Sequential cells grouped by signal name:
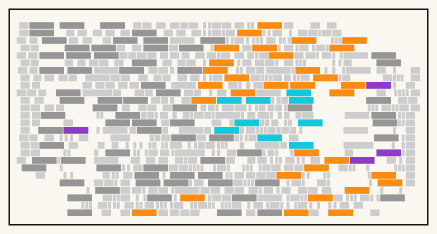
Signal wires on met1:
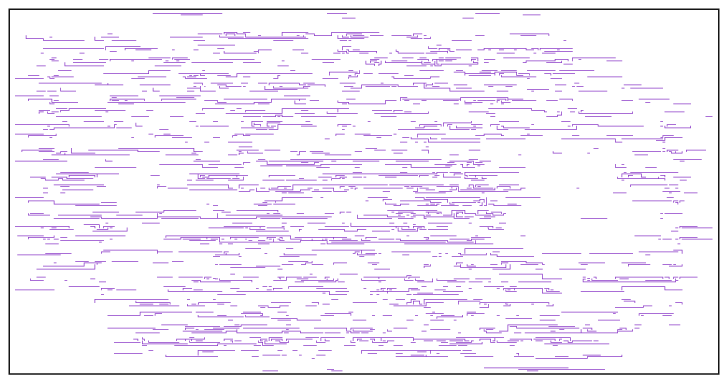
M2 wires:
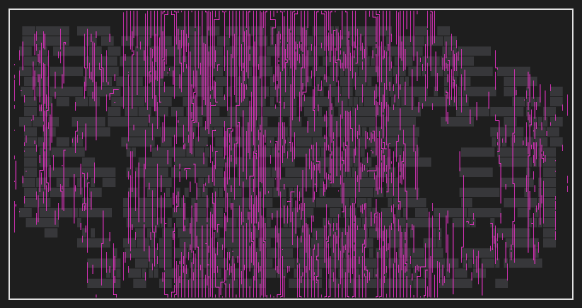
Cell placement:
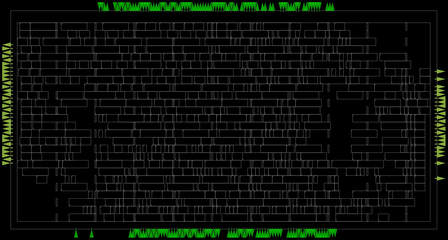
Cell area per tile:
The die is cut into 15 by 8 equal tiles; white is low, dark blue is high, 0 to 100% covered.
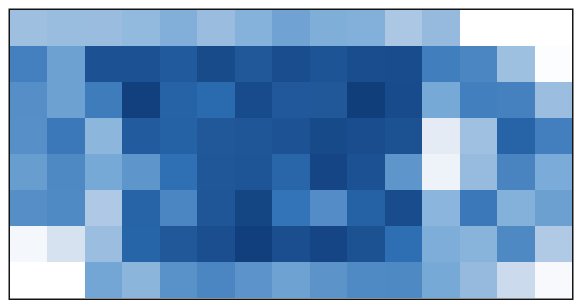
<file path="config.mk">
export PLATFORM = sky130hd
export DESIGN_NAME = wb_master_bridge_flat
export DESIGN_NICKNAME = d
export VERILOG_FILES = /design/src/rtl/wb_master_bridge_if.sv /design/src/rtl/wb_master_bridge.sv /design/src/flat_wrapper.sv
export SDC_FILE = /design/constraint.sdc
export NUM_CORES = 1
export LEC_CHECK = 0
export CAP_MARGIN = 5
export CORE_ASPECT_RATIO = 0.5
export CORE_MARGIN = 2
export CORE_UTILIZATION = 41
export DETAILED_ROUTE_END_ITERATION = 8
export PLACE_DENSITY = 0.82
export SLEW_MARGIN = 20
export SYNTH_ARGS = -nofsm -noshare
export SYNTH_HDL_FRONTEND = slang
export SYNTH_SLANG_ARGS = --single-unit
</file>
<file path="constraint.sdc">
create_clock -name clk -period 2.35 [get_ports clk]
set_clock_uncertainty 0.05 [all_clocks]
set_input_delay 0.235 -clock clk [delete_from_list [all_inputs] [get_ports clk]]
set_output_delay 0.235 -clock clk [all_outputs]
set_load 0.01 [all_outputs]
</file>
<file path="src/rtl/wb_master_bridge_if.sv">
// Command/response channel and Wishbone classic master bus for wb_master_bridge.
// The master modport is the bridge's view. The slave modport is the loader/bus side.
interface wb_master_bridge_if #(
  parameter int ADDR_WIDTH = 32,
  parameter int DATA_WIDTH = 32,
  parameter int SEL_WIDTH  = DATA_WIDTH / 8
);
  logic                  cmd_valid;
  logic                  cmd_ready;
  logic                  cmd_we;
  logic [ADDR_WIDTH-1:0] cmd_adr;
  logic [DATA_WIDTH-1:0] cmd_dat;
  logic [SEL_WIDTH-1:0]  cmd_sel;
  logic                  rsp_valid;
  logic                  rsp_ready;
  logic [DATA_WIDTH-1:0] rsp_dat;
  logic                  rsp_err;
  logic                  wbm_cyc_o;
  logic                  wbm_stb_o;
  logic                  wbm_we_o;
  logic [SEL_WIDTH-1:0]  wbm_sel_o;
  logic [ADDR_WIDTH-1:0] wbm_adr_o;
  logic [DATA_WIDTH-1:0] wbm_dat_o;
  logic                  wbm_ack_i;
  logic [DATA_WIDTH-1:0] wbm_dat_i;

  modport master (
    input  cmd_valid, cmd_we, cmd_adr, cmd_dat, cmd_sel, rsp_ready, wbm_ack_i, wbm_dat_i,
    output cmd_ready, rsp_valid, rsp_dat, rsp_err,
    output wbm_cyc_o, wbm_stb_o, wbm_we_o, wbm_sel_o, wbm_adr_o, wbm_dat_o
  );

  modport slave (
    output cmd_valid, cmd_we, cmd_adr, cmd_dat, cmd_sel, rsp_ready, wbm_ack_i, wbm_dat_i,
    input  cmd_ready, rsp_valid, rsp_dat, rsp_err,
    input  wbm_cyc_o, wbm_stb_o, wbm_we_o, wbm_sel_o, wbm_adr_o, wbm_dat_o
  );
endinterface

</file>
<file path="src/rtl/wb_master_bridge.sv">
// Wishbone classic single-transfer initiator: one bus cycle per command, with a bus timeout.
// The interface parameters must match this module's parameters.
module wb_master_bridge #(
  parameter int ADDR_WIDTH = 32,
  parameter int DATA_WIDTH = 32,
  parameter int SEL_WIDTH  = DATA_WIDTH / 8,
  parameter int TIMEOUT    = 255,
  parameter int TO_WIDTH   = $clog2(TIMEOUT + 2)
) (
  input  logic               clk,
  input  logic               rst_n,
  wb_master_bridge_if.master bus
);

  typedef enum logic [1:0] {IDLE, BUS, RESP} state_t;

  localparam logic [TO_WIDTH-1:0] TO_LAST = TO_WIDTH'((TIMEOUT == 0) ? 0 : TIMEOUT - 1);

  state_t                state, state_nx;
  logic                  accept, ack_done, to_done;
  logic [TO_WIDTH-1:0]   to_cnt;
  logic                  cyc_q, stb_q, we_q, rsp_valid_q, rsp_err_q;
  logic [SEL_WIDTH-1:0]  sel_q;
  logic [ADDR_WIDTH-1:0] adr_q;
  logic [DATA_WIDTH-1:0] dat_q, rsp_dat_q;

  always_ff @(posedge clk or negedge rst_n) begin
    if (!rst_n) state <= IDLE;
    else        state <= state_nx;
  end

  always_comb begin
    state_nx = state;
    case (state)
      IDLE:    if (accept)                 state_nx = BUS;
      BUS:     if (ack_done || to_done)    state_nx = RESP;
      RESP:    if (bus.rsp_ready)          state_nx = IDLE;
      default:                             state_nx = IDLE;
    endcase
  end

  // cmd_ready is gated by rst_n so it reads 0 while reset is held.
  // An ack arriving in the timeout cycle wins over the timeout.
  always_comb begin
    bus.cmd_ready = (state == IDLE) && rst_n;
    accept        = bus.cmd_ready && bus.cmd_valid;
    ack_done      = (state == BUS) && bus.wbm_ack_i;
    to_done       = (state == BUS) && !bus.wbm_ack_i && (TIMEOUT != 0) && (to_cnt == TO_LAST);
  end

  always_ff @(posedge clk or negedge rst_n) begin
    if (!rst_n) begin
      cyc_q       <= 1'b0;
      stb_q       <= 1'b0;
      we_q        <= 1'b0;
      sel_q       <= '0;
      adr_q       <= '0;
      dat_q       <= '0;
      to_cnt      <= '0;
      rsp_valid_q <= 1'b0;
      rsp_err_q   <= 1'b0;
      rsp_dat_q   <= '0;
    end else if (accept) begin
      cyc_q  <= 1'b1;
      stb_q  <= 1'b1;
      we_q   <= bus.cmd_we;
      sel_q  <= bus.cmd_sel;
      adr_q  <= bus.cmd_adr;
      dat_q  <= bus.cmd_dat;
      to_cnt <= '0;
    end else if (state == BUS) begin
      if (ack_done || to_done) begin
        cyc_q       <= 1'b0;
        stb_q       <= 1'b0;
        rsp_valid_q <= 1'b1;
        rsp_err_q   <= to_done;
        rsp_dat_q   <= (ack_done && !we_q) ? bus.wbm_dat_i : '0;
      end else if (to_cnt != '1) begin
        to_cnt <= to_cnt + TO_WIDTH'(1);
      end
    end else if (state == RESP && bus.rsp_ready) begin
      rsp_valid_q <= 1'b0;
    end
  end

  // Bus qualifiers keep their last value after the cycle; slaves qualify them with stb.
  assign bus.wbm_cyc_o = cyc_q;
  assign bus.wbm_stb_o = stb_q;
  assign bus.wbm_we_o  = we_q;
  assign bus.wbm_sel_o = sel_q;
  assign bus.wbm_adr_o = adr_q;
  assign bus.wbm_dat_o = dat_q;
  assign bus.rsp_valid = rsp_valid_q;
  assign bus.rsp_err   = rsp_err_q;
  assign bus.rsp_dat   = rsp_dat_q;

endmodule

</file>
<file path="src/flat_wrapper.sv">
// flat-port wrapper written by rule: the top's interface ports become plain ports
module wb_master_bridge_flat 
#(
  parameter int ADDR_WIDTH = 32,
  parameter int DATA_WIDTH = 32,
  parameter int SEL_WIDTH  = DATA_WIDTH / 8,
  parameter int TIMEOUT    = 255,
  parameter int TO_WIDTH   = $clog2(TIMEOUT + 2)
)
  (clk, rst_n, bus_cmd_valid, bus_cmd_we, bus_cmd_adr, bus_cmd_dat, bus_cmd_sel, bus_rsp_ready, bus_wbm_ack_i, bus_wbm_dat_i, bus_cmd_ready, bus_rsp_valid, bus_rsp_dat, bus_rsp_err, bus_wbm_cyc_o, bus_wbm_stb_o, bus_wbm_we_o, bus_wbm_sel_o, bus_wbm_adr_o, bus_wbm_dat_o);
  wb_master_bridge_if #(.ADDR_WIDTH(ADDR_WIDTH), .DATA_WIDTH(DATA_WIDTH), .SEL_WIDTH(SEL_WIDTH)) bus_i ();
  input  logic clk;
  input  logic rst_n;
  input wire logic [$bits(bus_i.cmd_valid)-1:0] bus_cmd_valid;
  input wire logic [$bits(bus_i.cmd_we)-1:0] bus_cmd_we;
  input wire logic [$bits(bus_i.cmd_adr)-1:0] bus_cmd_adr;
  input wire logic [$bits(bus_i.cmd_dat)-1:0] bus_cmd_dat;
  input wire logic [$bits(bus_i.cmd_sel)-1:0] bus_cmd_sel;
  input wire logic [$bits(bus_i.rsp_ready)-1:0] bus_rsp_ready;
  input wire logic [$bits(bus_i.wbm_ack_i)-1:0] bus_wbm_ack_i;
  input wire logic [$bits(bus_i.wbm_dat_i)-1:0] bus_wbm_dat_i;
  output wire logic [$bits(bus_i.cmd_ready)-1:0] bus_cmd_ready;
  output wire logic [$bits(bus_i.rsp_valid)-1:0] bus_rsp_valid;
  output wire logic [$bits(bus_i.rsp_dat)-1:0] bus_rsp_dat;
  output wire logic [$bits(bus_i.rsp_err)-1:0] bus_rsp_err;
  output wire logic [$bits(bus_i.wbm_cyc_o)-1:0] bus_wbm_cyc_o;
  output wire logic [$bits(bus_i.wbm_stb_o)-1:0] bus_wbm_stb_o;
  output wire logic [$bits(bus_i.wbm_we_o)-1:0] bus_wbm_we_o;
  output wire logic [$bits(bus_i.wbm_sel_o)-1:0] bus_wbm_sel_o;
  output wire logic [$bits(bus_i.wbm_adr_o)-1:0] bus_wbm_adr_o;
  output wire logic [$bits(bus_i.wbm_dat_o)-1:0] bus_wbm_dat_o;
  assign bus_i.cmd_valid = bus_cmd_valid;
  assign bus_i.cmd_we = bus_cmd_we;
  assign bus_i.cmd_adr = bus_cmd_adr;
  assign bus_i.cmd_dat = bus_cmd_dat;
  assign bus_i.cmd_sel = bus_cmd_sel;
  assign bus_i.rsp_ready = bus_rsp_ready;
  assign bus_i.wbm_ack_i = bus_wbm_ack_i;
  assign bus_i.wbm_dat_i = bus_wbm_dat_i;
  assign bus_cmd_ready = bus_i.cmd_ready;
  assign bus_rsp_valid = bus_i.rsp_valid;
  assign bus_rsp_dat = bus_i.rsp_dat;
  assign bus_rsp_err = bus_i.rsp_err;
  assign bus_wbm_cyc_o = bus_i.wbm_cyc_o;
  assign bus_wbm_stb_o = bus_i.wbm_stb_o;
  assign bus_wbm_we_o = bus_i.wbm_we_o;
  assign bus_wbm_sel_o = bus_i.wbm_sel_o;
  assign bus_wbm_adr_o = bus_i.wbm_adr_o;
  assign bus_wbm_dat_o = bus_i.wbm_dat_o;
  wb_master_bridge #(.ADDR_WIDTH(ADDR_WIDTH), .DATA_WIDTH(DATA_WIDTH), .SEL_WIDTH(SEL_WIDTH), .TIMEOUT(TIMEOUT), .TO_WIDTH(TO_WIDTH)) u_core (.clk(clk), .rst_n(rst_n), .bus(bus_i));
endmodule
</file>
==> flow_metrics.tcl <==
# metrics dict for downstream scripts
set metrics [dict create \
    run_status "completed" \
    power.switching_mw 3.01 \
    cell_accounting_for_the_most_synthesized_area "sky130_fd_sc_hd__dfrtp_1" \
    drc_errors 0 \
    crit_required_ns 2.07 \
    cts.htree.levels 4 \
    cp_slowest_cell "sky130_fd_sc_hd__clkdlybuf4s50_1" \
    via_per_inst 4.87 \
    die_height_um 77.7 \
    rsz_0062_raised_after_global_routing "no" \
    total_leakage_power_nw 3.48 \
    slew_headroom 0.595 \
    postCtsSetupBuffers 0 \
    yosysChipArea_sq_um 4460 \
    diodes 0 \
    hold_path_class "in -> reg" \
    holdBufCountCts 1 \
    startpoint_type "input pin" \
    hp-start "bus_cmd_dat[1]" \
    ys_sh_mux 0.00225 \
    multi_input_comb_cells 296 \
    whs_endpoint "u_core.bus.wbm_dat_o[1]$_DFFE_PN0P_" \
    grt_util_all_layers 0.229 \
    synthTopCellsByArea "sky130_fd_sc_hd__dfrtp_1, sky130_fd_sc_hd__nand2_1, sky130_fd_sc_hd__a22o_1, sky130_fd_sc_hd__buf_2, sky130_fd_sc_hd__ha_1" \
    detailedRoute.firstIterationViolations 216 \
]
Notes on 'sequential cells grouped by signal name' above:
- purple: `u_core.bus.wbm_sel_o` (placed flops 4)
- orange: `u_core.bus.wbm_dat_o` (placed flops 32)
- cyan: `u_core.to_cnt` (placed flops 9)
flip-flop and latch share of the layout cell area: 0.394
utilization after layout: 0.703
power dissipated in sequential cells: 3.29 mW

Notes on 'signal wires on met1' above:
- nets with wire on the layer: 656
- share of all routed wire: 40%
global routing usage on met1: 0.272
DR vias: 3,926

Notes on 'M2 wires' above:
- longest straight run: 45.9 um
- wire length on this layer: 6,530 um
- nets with wire on the layer: 664
- main direction: vertical
met2 usage in global routing: 0.388
total routed wirelength: 12.6 mm

Notes on 'cell placement' above:
placement row count: 26
number of standard cells in the final layout excluding fillers: 806
final sequential cell count: 115

Notes on 'cell area per tile' above:
- mean over tiles: 61%
- fullest tile: 95%
- nearly empty tiles: 5.0%
- densest ninth of the die: middle
- tiles over 75% full: 36%
area of the core region: 10,400 sq um
Initial Utilization: 0.429

Power figures rest on the tool's default switching activity, not on a simulated workload.
